File: src/rtl/reflet_mem_pkg.sv
// Shared definitions for the reflet byte-wide memory path: byte width,
// word-controller state encoding and the bytes-per-word helper.
package reflet_mem_pkg;

  localparam int BYTE_W = 8;
  localparam int CNT_W  = 4;

  typedef enum logic [1:0] {
    ST_IDLE   = 2'd0,
    ST_ACCESS = 2'd1,
    ST_DRAIN  = 2'd2
  } state_t;

  function automatic int bytes_per_word(input int ws);
    return ws / BYTE_W;
  endfunction

endpackage

File: src/rtl/reflet_ram8_word_ctrl.sv
// Splits one CPU word/byte access into consecutive little-endian byte accesses
// on the byte-wide RAM, absorbing its one-cycle registered read latency.
module reflet_ram8_word_ctrl
  import reflet_mem_pkg::*;
#(
  parameter int wordsize = 16,
  parameter int addrSize = 7
) (
  input  logic                clk,
  input  logic                reset,
  input  logic                req,
  input  logic                write_en,
  input  logic                byte_mode,
  input  logic [addrSize-1:0] addr,
  input  logic [wordsize-1:0] data_in,
  output logic [wordsize-1:0] data_out,
  output logic                ready,
  output logic                busy,
  output logic                ram_enable,
  output logic                ram_write_en,
  output logic [addrSize-1:0] ram_addr,
  output logic [7:0]          ram_wdata,
  input  logic [7:0]          ram_rdata
);

  localparam int NB = bytes_per_word(wordsize);

  state_t              r_state;
  logic [CNT_W-1:0]    r_cnt;
  logic [addrSize-1:0] r_addr;
  logic [wordsize-1:0] r_data;
  logic                r_we;
  logic                r_byte;
  logic [CNT_W-1:0]    w_last;

  function automatic logic [BYTE_W-1:0] lane_get(input logic [wordsize-1:0] w,
                                                 input logic [CNT_W-1:0]    k);
    logic [BYTE_W-1:0] b;
    b = '0;
    for (int i = 0; i < NB; i++)
      if (k == CNT_W'(i)) b = w[i*BYTE_W +: BYTE_W];
    return b;
  endfunction

  // Lane 0 is always captured first, so writing it clears the other lanes;
  // this is what leaves the upper bits zero after a byte read.
  function automatic logic [wordsize-1:0] lane_put(input logic [wordsize-1:0] w,
                                                   input logic [CNT_W-1:0]    k,
                                                   input logic [BYTE_W-1:0]   b);
    logic [wordsize-1:0] r;
    r = (k == '0) ? '0 : w;
    for (int i = 0; i < NB; i++)
      if (k == CNT_W'(i)) r[i*BYTE_W +: BYTE_W] = b;
    return r;
  endfunction

  assign w_last = r_byte ? '0 : CNT_W'(NB - 1);

  always_ff @(posedge clk or negedge reset) begin
    if (!reset) begin
      r_state  <= ST_IDLE;
      r_cnt    <= '0;
      r_addr   <= '0;
      r_data   <= '0;
      r_we     <= 1'b0;
      r_byte   <= 1'b0;
      data_out <= '0;
      ready    <= 1'b0;
    end else begin
      ready <= 1'b0;
      case (r_state)
        ST_IDLE: begin
          if (req) begin
            r_addr  <= addr;
            r_data  <= data_in;
            r_we    <= write_en;
            r_byte  <= byte_mode;
            r_cnt   <= '0;
            r_state <= ST_ACCESS;
          end
        end
        ST_ACCESS: begin
          // Byte cnt-1 was issued last cycle and is on ram_rdata now.
          if (!r_we && r_cnt != '0)
            data_out <= lane_put(data_out, r_cnt - 1'b1, ram_rdata);
          r_cnt <= r_cnt + 1'b1;
          if (r_cnt == w_last) r_state <= ST_DRAIN;
        end
        ST_DRAIN: begin
          if (!r_we) data_out <= lane_put(data_out, w_last, ram_rdata);
          ready   <= 1'b1;
          r_state <= ST_IDLE;
        end
        default: r_state <= ST_IDLE;
      endcase
    end
  end

  // RAM side is decoded from state so it collapses as soon as reset asserts.
  assign busy         = (r_state == ST_ACCESS) || (r_state == ST_DRAIN);
  assign ram_enable   = (r_state == ST_ACCESS);
  assign ram_write_en = ram_enable & r_we;
  assign ram_addr     = ram_enable ? r_addr + addrSize'(r_cnt) : '0;
  assign ram_wdata    = ram_enable ? lane_get(r_data, r_cnt) : '0;

endmodule

File: config.mk
export PLATFORM = sky130hd
export DESIGN_NAME = reflet_ram8_word_ctrl
export DESIGN_NICKNAME = d
export VERILOG_FILES = /design/src/rtl/reflet_mem_pkg.sv /design/src/rtl/reflet_ram8_word_ctrl.sv
export SDC_FILE = /design/constraint.sdc
export NUM_CORES = 1
export LEC_CHECK = 0
export CORE_MARGIN = 4
export CORE_UTILIZATION = 40
export CTS_CLUSTER_DIAMETER = 120
export DETAILED_ROUTE_END_ITERATION = 8
export PLACE_DENSITY = 0.65
export RECOVER_POWER = 100
export SETUP_SLACK_MARGIN = 0.2
export SYNTH_ARGS = -nofsm -noshare
export SYNTH_HDL_FRONTEND = slang
export SYNTH_SLANG_ARGS = --single-unit
File: constraint.sdc
create_clock -name clk -period 6 [get_ports clk]
set_input_delay 1.8 -clock clk [delete_from_list [all_inputs] [get_ports clk]]
set_output_delay 1.8 -clock clk [all_outputs]
set_load 0.1 [all_outputs]
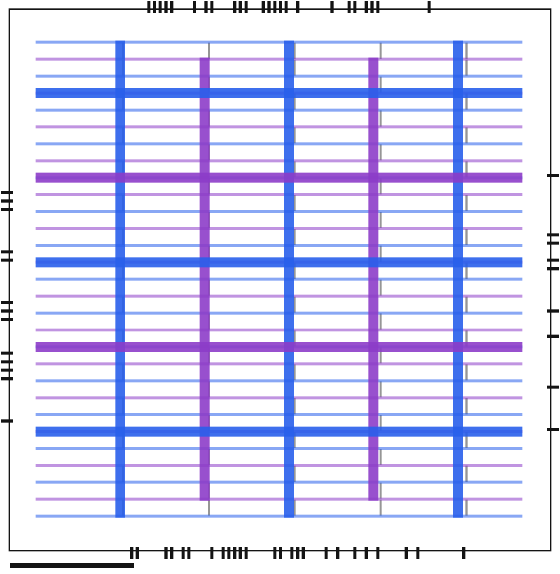
run_1/floorplan.png
Scale bar: 20 um. Pins as bars on the die edge. Tap cells in grey.
legend:
  VSS:
    colour: blue
  VDD:
    colour: purple
met1 rails: 29
met4 straps: 5
signal pins: 71

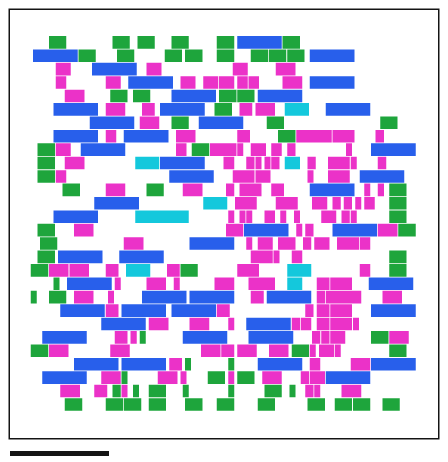
run_1/class_map.png
Scale bar: 20 um.
legend:
  remaining logic cells:
    colour: magenta
    cells: 149
    share_of_their_area: 38%
  clock drivers and dummy loads:
    colour: cyan
    cells: 8
    share_of_their_area: 3.7%
  sequential cells:
    colour: blue
    cells: 48
    share_of_their_area: 38%
  remaining buffers and delay cells:
    colour: green
    cells: 71
    share_of_their_area: 20%
standard-cell row count: 28
Core Util, Final: 54.6%
core footprint: 5960 um^2
Finished Cell Area: 3250 um^2
flop share of the area: 37.0%

==> Slide: Implementation Results, run 1 <==
Physical Implementation Snapshot

STA
  – Hold slack: 494 ps
  – Slew headroom: -72.3%
  – Final cycle utilization of the critical path: 85.8%
  – Setup TNS: 0 ps
  – Slew Viols, Final: 49
  – Final Setup Violations: 0
  – Clock Skew: 5.59 ps
  – Period minus WS final: 5150 ps
  – Final Hold Viols: 0
  – RSZ-0062 raised after global routing: no

Logic synthesis
  – AND-OR/OR-AND share of the synthesized area: 14.6%
  – XORs/XNORs by Area: 1.41%
  – Top cells by count: 48 x dfrtp_1, 25 x mux2_2, 15 x nor2_1
  – Warnings, synthesis: 0
  – Fraction of registers with async set/reset: 100%
  – Most used DFF post-synth: dfrtp_1
  – Top logic family: multiplexers
  – Syn_area_per_cell: 12.2 um^2
  – Area leader, netlist: dfrtp_1
  – Most frequent cell after synthesis: dfrtp_1
  – Mapped Cells: 204
  – Post-Syn Area: 2480 um^2
  – Post-synth top area share: 48.4%

CTS
  – Latency at later pin: roughly 300 ps
  – CTS sink cnt: 48
  – Root Driver: clkbuf_8
  – Htree depth: 2
  – Post-CTS Setup Repair Bufs: 0
  – Clock Tree Buf Depth: 2

Placed design
  – Post-DP HPWL: 3940 um
  – Gpl congestion: 0.744
  – Port Buffers: 70
  – Cell area after placement: 3220 um^2

Global route
  – First-pass GRT wire length: 9210 um
  – Vias in the first global route: 1912
  – Largest net degree at the start of global routing: a little under 50
  – Overflow left after global routing: 0
  – Gr usage total: between 10% and 20%

Run status
  – Failing checks: capacitance limit, slew limit
  – Outcome: finished with violations

Critical path
  – Worst setup path end: ram_addr[4]
  – Setup crit end kind: output port
  – Critical path class: flip-flop to output port
  – Worst R2R Setup Slack: roughly 3400 ps
  – Crit path buf inv count: 1
  – CP Depth: 7
  – Crit path cell chain: ha_1 -> fa_1 -> a21o_1 -> a21oi_1 -> xor2_1 -> nor2_1 -> dlygate4sd3_1
  – Max FO, Critical Path: 10
  – R2r endpoint: data_out[9]$_DFFE_PN0P_
  – CP max stage cell: dlygate4sd3_1
  – CP Launch Type: flip-flop
  – Reg2reg start: r_cnt[0]$_DFFE_PN0P_
  – CP startpoint: r_cnt[0]$_DFFE_PN0P_

Floorplan
  – Boundary Pins: between 70 and 80
  – DIE HEIGHT: 86.8 um

Cells and area
  – Area Growth Syn to Fin: 30.8%
  – Proportion of layout cells with a drive suffix above 1: 14.1%

Detailed routing
  – Avg WL per Cell: around 16 um
  – Drt pass-1 iters: 4
  – First DRT Iteration DRCs: 58
  – Detailed-route via count: between 1500 and 2000
  – Vias per cell: 5.16
  – Final ANT Viol Nets: 0
  – Post-route DRC: 0

Flow run
  – Max cap viols: 1
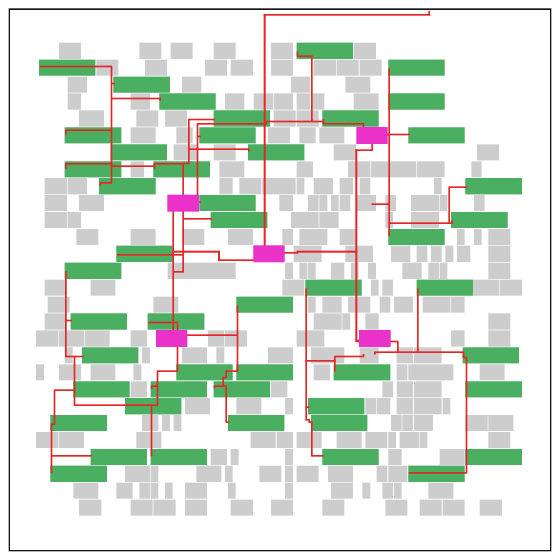
run_1/clock_wires.png
legend:
  flip-flops:
    colour: green
    count: 48
  clock wires:
    colour: red
    length: 627 um
  clock-net drivers:
    colour: magenta
    count: 5
flops lie: all over the die

## run 1: placed cells by master (no fill, tap or decap), types with 2 or more instances in the layout
cell,netlist,layout
dfrtp_1,48,48
clkdlybuf4s50_1,0,33
dlygate4sd3_1,0,27
mux2_2,25,25
nor2_1,15,15
ha_1,12,12
a22o_1,10,10
clkbuf_1,4,10
inv_1,9,9
a21oi_1,9,9
a22oi_1,8,8
mux2_1,0,8
o21ai_0,7,7
nor2b_1,7,7
nand2_1,6,6
clkbuf_8,0,5
a21o_1,3,3
nand3_1,3,3
or3_1,2,2
xor2_1,2,2
xnor2_1,2,2
and2_1,2,2
and2b_1,2,2
clkinv_4,0,2
## run 1: worst min-delay path by stage
stage | slack (ps) | from | endpoint
6_report | 490 | data_out[11]$_DFFE_PN0P_ | data_out[11]$_DFFE_PN0P_
3_5_place_dp | 490 | data_out[5]$_DFFE_PN0P_ | data_out[5]$_DFFE_PN0P_
3_3_place_gp | 490 | data_out[1]$_DFFE_PN0P_ | data_out[1]$_DFFE_PN0P_
5_1_grt | 510 | data_out[10]$_DFFE_PN0P_ | data_out[10]$_DFFE_PN0P_
4_1_cts | 520 | data_out[7]$_DFFE_PN0P_ | data_out[7]$_DFFE_PN0P_
2_1_floorplan | 480 | r_data[0]$_DFFE_PN0P_ | r_data[0]$_DFFE_PN0P_
## run 1: layout make-up
type,count,area (um^2),share of cell area [%]
clock buffer,5,68.8,2.12
clock inverter,3,47.5,1.46
inverter,9,33.8,1.04
multi-input combinational,140,1160,35.7
sequential,48,1200,37.0
tap,75,93.8,2.89
timing repair buffer,71,643,19.8
## run 1: metrics by stage
step	std cells	setup slack (ps)
6_report	351	850
5_1_grt	351	638
4_1_cts	351	865
3_5_place_dp	343	1220
3_3_place_gp	343	1260
2_1_floorplan	204	979
## run 1: metal layers
| metal | track usage, % | routed length [um] | vias up |
|---|---|---|---|
| met3 | 3.14 | 259 | 8 |
| met1 | 20.9 | 2440 | 886 |
| met4 | 6.09 | 90 | 0 |
| met5 | 0 | 0 | - |
| met2 | 24.8 | 2680 | 43 |
| li1 | - | - | 875 |
## run 1: state kept, by name, summed over array words and instances (netlist names)
signal	flops
r_byte	1
r_data	16
r_cnt	4
data_out	16
r_we	1
r_state	2
r_addr	7
ready	1
## run 1: cell families after synthesis
logic type / count (synthesis)
AOI/OAI and AO/OA: 46
xor gates and xnor gates: 4
adders and majority gates: 13
buffers and inverters: 16
DFF: 48
muxes: 34
and+or+nand+nor: 43
--- run 2 (diff from run 1) ---
--- a/config.mk
+++ b/config.mk
@@ -8,8 +8,9 @@
 export CORE_MARGIN = 4
 export CORE_UTILIZATION = 40
 export CTS_CLUSTER_DIAMETER = 120
+export CTS_CLUSTER_SIZE = 12
 export DETAILED_ROUTE_END_ITERATION = 8
-export PLACE_DENSITY = 0.65
+export PLACE_DENSITY = 0.69
 export RECOVER_POWER = 100
 export SETUP_SLACK_MARGIN = 0.2
 export SYNTH_ARGS = -nofsm -noshare
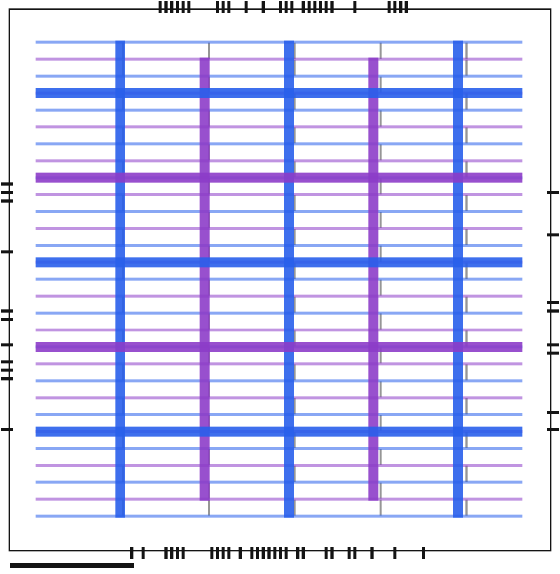
run_2/floorplan.png
Scale bar: 20 um. Pins as bars on the die edge. Tap cells in grey.
DIE HEIGHT: 86.8 um
Die Span X: 86.8 um

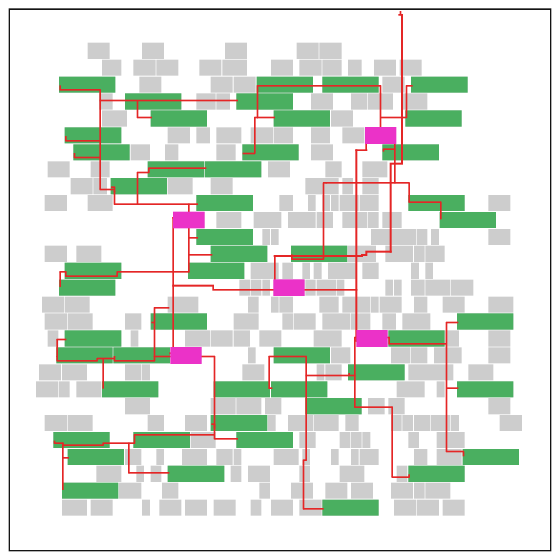
run_2/clock_wires.png
Clock Skew: 6.62 ps

==> Slide: Implementation Results, run 2 <==
Physical Implementation Snapshot

STA
  – Period minus WS final: 5160 ps (+10.9 ps)
  – Final Hold Viols: 0 (unchanged)
  – Slew Viols, Final: 58 (+18%)
  – Slew headroom: -72.4% (-0.10 points)
  – Final Setup Violations: 0 (unchanged)
  – Setup TNS: 0 ps (unchanged)
  – Final cycle utilization of the critical path: 86.0% (+0.18 points)
  – Worst Tran Pin Value: approximately 2600 ps

Detailed routing
  – Detailed-route via count: 1826 (+0.77%)
  – Post-route DRC: 0 (unchanged)
  – Vias per cell: 5.22 (+1.1%)
  – Final ANT Viol Nets: 0 (unchanged)
  – First DRT Iteration DRCs: 66 (+14%)
  – Drt pass-1 iters: 4 (unchanged)
  – Avg WL per Cell: 15.8 um (+1.6%)

Logic synthesis
  – Warnings, synthesis: 0 (unchanged)
  – Most frequent cell after synthesis: dfrtp_1
  – Syn_area_per_cell: 12.2 um^2 (unchanged)
  – Top cells by count: 48 x dfrtp_1, 25 x mux2_2, 15 x nor2_1
  – Post-synth top area share: 48.4% (unchanged)
  – AND-OR/OR-AND share of the synthesized area: 14.6% (unchanged)
  – # Cells Yosys: 204
  – Area leader, netlist: dfrtp_1
  – Most used DFF post-synth: dfrtp_1
  – Fraction of registers with async set/reset: 100% (unchanged)
  – Mapped Cells: 204 (unchanged)
  – XORs/XNORs by Area: 1.41% (unchanged)
  – Top logic family: multiplexers

Cells and area
  – Core Util, Final: 54.3% (-0.29 points)
  – Proportion of layout cells with a drive suffix above 1: 16.4% (+2.2 points)
  – Largest regs: data_out x16, r_data x16, r_addr x7
  – Most frequent cells in the layout: 48 x dfrtp_1, 33 x clkdlybuf4s50_1, 27 x dlygate4sd3_1
  – Most frequent logic cell in the layout: dfrtp_1
  – Area Growth Syn to Fin: 30.1%
  – Diode count: 0

CTS
  – Clock Tree Buf Depth: 2 (unchanged)
  – Htree depth: 2 (unchanged)
  – Root Driver: clkbuf_8
  – Latency at later pin: 300 ps (about the same)
  – Post-CTS Setup Repair Bufs: 0 (unchanged)

Global route
  – First-pass GRT wire length: 9200 um (-0.15%)
  – Gr usage total: 15.5% (-0.067 points)
  – Vias in the first global route: 1872 (-2.1%)
  – Overflow left after global routing: 0 (unchanged)
  – Largest net degree at the start of global routing: 49 (unchanged)

Placed design
  – Post-DP HPWL: 4000 um (+1.5%)
  – Port Buffers: 70 (unchanged)

Flow run
  – Max cap viols: 2 (+1)

Critical path
  – Setup crit end kind: output port
  – CP Launch Type: flip-flop
  – Crit path cell chain: inv_1 -> ha_1 -> nor4b_1 -> a22oi_1 -> nor2_1 -> clkbuf_2
  – Critical path class: flip-flop to output port
  – Max FO, Critical Path: 10 (unchanged)

Run status
  – Failing checks: capacitance limit, slew limit
  – Outcome: finished with violations

Floorplan
  – Standard-cell row count: 28 (unchanged)
  – Boundary Pins: 71 (unchanged)
  – Core footprint: 5960 um^2 (unchanged)
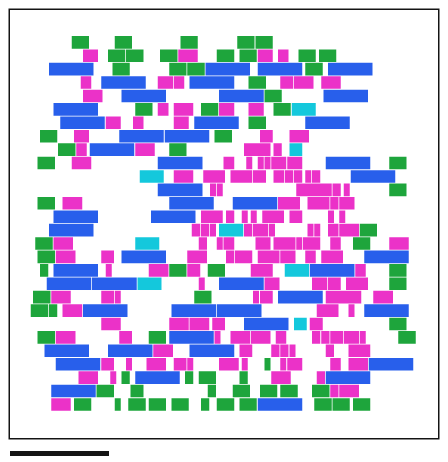
run_2/class_map.png
Scale bar: 20 um.
legend:
  remaining buffers and delay cells:
    colour: green
    cells: 70
    share_of_their_area: 21%
  sequential cells:
    colour: blue
    cells: 48
    share_of_their_area: 38%
  remaining logic cells:
    colour: magenta
    cells: 149
    share_of_their_area: 38%
  clock drivers and dummy loads:
    colour: cyan
    cells: 8
    share_of_their_area: 3.1%

## run 2: cell counts after synthesis
No cell type changed its count.
## run 2: cell families after synthesis
| kind of cell | count (synthesis) |
|---|---|
| buffers and inverters | 16 |
| xor gates and xnor gates | 4 |
| adders and majority gates | 13 |
| DFF | 48 |
| and+or+nand+nor | 43 |
| AOI/OAI and AO/OA | 46 |
| muxes | 34 |
## run 2: final timing paths
| check | startpoint | to | slack, ps | cells past startpoint |
|---|---|---|---|---|
| max in group asynchronous | reset | data_out[15]$_DFFE_PN0P_ | 2240 | 1 |
| min reg2reg | data_out[10]$_DFFE_PN0P_ | data_out[10]$_DFFE_PN0P_ | 500 | 1 |
| min in group asynchronous | reset | r_data[11]$_DFFE_PN0P_ | 2300 | 1 |
| max | r_cnt[1]$_DFFE_PN0P_ | ram_wdata[5] | 840 | 6 |
| max reg2reg | r_cnt[1]$_DFFE_PN0P_ | data_out[8]$_DFFE_PN0P_ | 3470 | 7 |
| min | data_out[10]$_DFFE_PN0P_ | data_out[10]$_DFFE_PN0P_ | 500 | 1 |
## run 2: area by class of cell
| cell class | count | area [um^2] |
|---|---|---|
| inverters | 9 | 33.8 |
| flip-flops and latches | 48 | 1200 |
| repair buffers | 70 | 651 |
| fillers | 547 | 2720 |
| multi-input cells | 140 | 1150 |
| clock buffers | 6 | 82.6 |
| clock inverters | 2 | 15.0 |
| well taps | 75 | 93.8 |
## run 2: metal layers
metal / up-vias / global-route usage, % / wire (um)
li1: 870 / - / -
met4: 0 / 5.52 / 122
met1: 907 / 20.4 / 2500
met5: - / 0 / 0
met2: 39 / 25.9 / 2700
met3: 10 / 2.38 / 218
## run 2: per-stage QoR
step | setup slack [ps] | cells | area, um^2 | hold slack (ps)
finish | 839 | 350 | 3230 | 500
CTS | 873 | 350 | 3310 | 516
global route | 506 | 350 | 3230 | 521
global placement | 1260 | 342 | 3210 | 489
detailed placement | 1220 | 342 | 3210 | 495
floorplan | 979 | 204 | 2480 | 480
## run 2: worst max-delay path, delay by kind of cell (launching register included)
family | cells | cell delay (ps)
flip-flops | 1 | 560
AND-OR/OR-AND | 1 | 240
adder cells (fa/ha/maj) | 1 | 210
buffers and inverters | 2 | 630
AND/OR/NAND/NOR | 2 | 1410
--- run 3 (diff from run 2) ---
--- a/config.mk
+++ b/config.mk
@@ -11,7 +11,6 @@
 export CTS_CLUSTER_SIZE = 12
 export DETAILED_ROUTE_END_ITERATION = 8
 export PLACE_DENSITY = 0.69
-export RECOVER_POWER = 100
 export SETUP_SLACK_MARGIN = 0.2
 export SYNTH_ARGS = -nofsm -noshare
 export SYNTH_HDL_FRONTEND = slang
==> constraint.sdc (replaced) <==
create_clock -name clk -period 5.27 [get_ports clk]
set_input_delay 1.581 -clock clk [delete_from_list [all_inputs] [get_ports clk]]
set_output_delay 1.581 -clock clk [all_outputs]
set_load 0.1 [all_outputs]
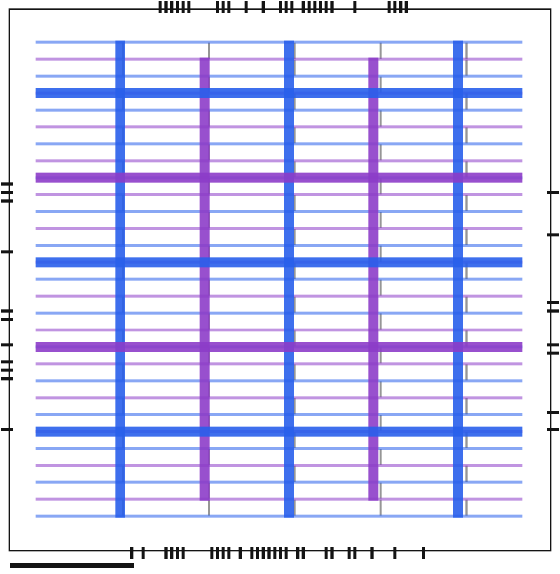
run_3/floorplan.png
Scale bar: 20 um. Pins as bars on the die edge. Tap cells in grey.
legend:
  VDD:
    colour: purple
  VSS:
    colour: blue
rows: 28
signal pins: 71
tap cells: 75
met1 rails: 29
met5 straps: 5

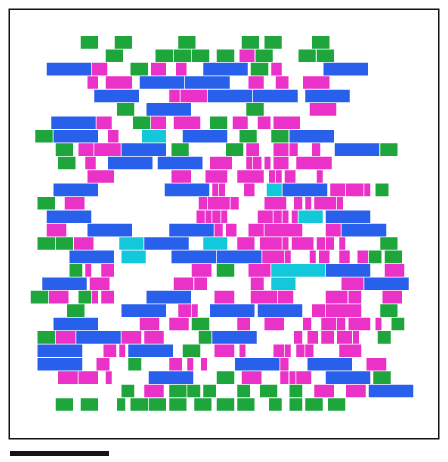
run_3/class_map.png
Scale bar: 20 um.
legend:
  remaining buffers and delay cells:
    colour: green
    cells: 70
    share_of_their_area: 20%
  clock drivers and dummy loads:
    colour: cyan
    cells: 8
    share_of_their_area: 3.8%
  sequential cells:
    colour: blue
    cells: 48
    share_of_their_area: 37%
  remaining logic cells:
    colour: magenta
    cells: 149
    share_of_their_area: 39%

==> Slide: Implementation Results, run 3 <==
Physical Implementation Snapshot

Cells and area
  – Diode count: 0 (unchanged)
  – Most frequent cells in the layout: 54 x clkdlybuf4s50_1, 48 x dfrtp_1, 25 x mux2_2
  – Fillers: 537 (-1.8%)
  – Finished Cell Area: 3320 um^2 (+2.6%)
  – Most frequent logic cell in the layout: clkdlybuf4s50_1
  – Area Growth Syn to Fin: 33.5%
  – Core Util, Final: 55.7% (+1.4 points)
  – Proportion of layout cells with a drive suffix above 1: 23.3% (+6.9 points)

Critical path
  – Max FO, Critical Path: 10 (unchanged)
  – Setup crit end kind: output port
  – Critical path class: flip-flop to output port
  – Worst R2R Setup Slack: 2750 ps (-720 ps)
  – CP Launch Type: flip-flop
  – Reg2reg start: r_cnt[0]$_DFFE_PN0P_
  – R2r endpoint: data_out[8]$_DFFE_PN0P_

CTS
  – Clock Tree Buf Depth: 2 (unchanged)
  – Post-CTS Setup Repair Bufs: 0 (unchanged)
  – Htree depth: 2 (unchanged)

Detailed routing
  – Avg WL per Cell: 15.3 um (-3.1%)
  – Drt pass-1 iters: 4 (unchanged)
  – Final ANT Viol Nets: 0 (unchanged)
  – Post-route DRC: 0 (unchanged)
  – Detailed-route via count: 1794 (-1.8%)
  – First DRT Iteration DRCs: 49 (-26%)

Logic synthesis
  – Fraction of registers with async set/reset: 100% (unchanged)
  – Most frequent cell after synthesis: dfrtp_1
  – Syn_area_per_cell: 12.2 um^2 (unchanged)
  – Post-synth top area share: 48.4% (unchanged)
  – Warnings, synthesis: 0 (unchanged)
  – Area leader, netlist: dfrtp_1

STA
  – Hold slack: 515 ps (+15.1 ps)
  – Slew Viols, Final: 0 (-100%)
  – Worst Tran Pin Value: 1080 ps (-1500 ps)
  – Final cycle utilization of the critical path: between 70% and 80%
  – Final Hold Viols: 0 (unchanged)

Floorplan
  – Standard-cell row count: 28 (unchanged)
  – Boundary Pins: 71 (unchanged)
  – DIE HEIGHT: 86.8 um (unchanged)
  – Core footprint: 5960 um^2 (unchanged)

Worst hold path
  – Hold path startpoint: r_data[9]$_DFFE_PN0P_
  – Hold Path Stages: 1 (unchanged)
  – Worst Hold End: r_data[9]$_DFFE_PN0P_

Flow run
  – Max cap viols: 0 (-2)

Global route
  – Overflow left after global routing: 0 (unchanged)
  – Gr usage total: 14.9% (-0.61 points)
  – Vias in the first global route: 1886 (+0.75%)

Run status
  – Outcome: finished, final reports clean

Placed design
  – Port Buffers: 70 (unchanged)
  – Post-DP HPWL: 3960 um (-1.0%)
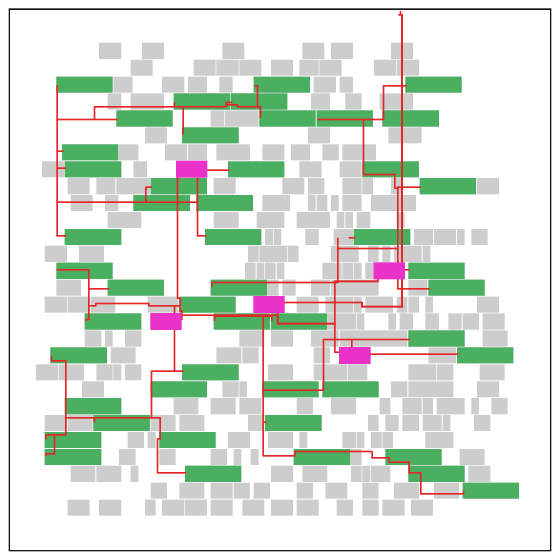
run_3/clock_wires.png
legend:
  clock wires:
    colour: red
    length: 607 um
  clock-net drivers:
    colour: magenta
    count: 5
  flip-flops:
    colour: green
    count: 48
flops lie: all over the die
routed clock nets: 6
Latency at later pin: 300 ps
Clock Skew: 5.25 ps

==> run 3: cell count changes in the layout (fill, tap and decap cells not counted), moves of 2 or more <==
cell / change
clkbuf_2: -7
clkinvlp_4: -2
clkbuf_1: -2
mux2_4: +8
dlygate4sd3_1: -27
buf_4: +14
mux2_1: -8
clkdlybuf4s50_1: +21
==> run 3: worst max path at each step <==
stage,from,end,depth (start not counted)
floorplan,r_state[1]$_DFFE_PN0P_,ram_addr[2],6
CTS,r_cnt[1]$_DFFE_PN0P_,ram_wdata[5],6
detailed placement,r_cnt[1]$_DFFE_PN0P_,ram_wdata[5],6
global route,r_cnt[1]$_DFFE_PN0P_,ram_wdata[7],6
finish,r_cnt[1]$_DFFE_PN0P_,ram_wdata[5],6
global placement,r_cnt[1]$_DFFE_PN0P_,ram_wdata[5],6
==> run 3: cells by family (layout without fill, tap and decap cells) <==
| group | after synthesis | in the layout | share of synthesized area (%) |
|---|---|---|---|
| flip-flops | 48 | 48 | 48.4 |
| adder cells (fa/ha/maj) | 13 | 13 | 6.85 |
| AND-OR/OR-AND | 46 | 46 | 14.6 |
| AND/OR/NAND/NOR | 43 | 43 | 9.17 |
| XOR/XNOR | 4 | 4 | 1.41 |
| multiplexers | 34 | 34 | 16.6 |
| buffers and inverters | 16 | 87 | 3.02 |
==> run 3: critical path, cell delays in order, from the launching register on <==
cell and delay (ps):
dfrtp_1 530, inv_1 160, ha_1 190, nor3b_1 790, a22oi_1 180, nor2_1 150, buf_4 300
==> run 3: stage by stage <==
step	worst slack, ps	std cells
final	1090	350
after floorplan	468	204
after global routing	881	350
after detailed placement	1380	342
after global placement	1380	342
after CTS	1040	350
==> run 3: cell type report <==
type	count	area [um^2]	area share, %
Multi-Input combinational cell	140	1210	36.4
Clock inverter	2	38.8	1.17
Inverter	9	33.8	1.02
Sequential cell	48	1200	36.2
Tap cell	75	93.8	2.83
Clock buffer	6	82.6	2.49
Timing Repair Buffer	70	658	19.8
==> run 3: per-layer routing <==
| metal | GRT usage [%] | wire (um) | up-vias |
|---|---|---|---|
| li1 | - | - | 873 |
| met1 | 18.6 | 2330 | 884 |
| met2 | 25.7 | 2790 | 35 |
| met3 | 3.14 | 199 | 2 |
| met4 | 4.67 | 46 | 0 |
| met5 | 0 | 0 | - |
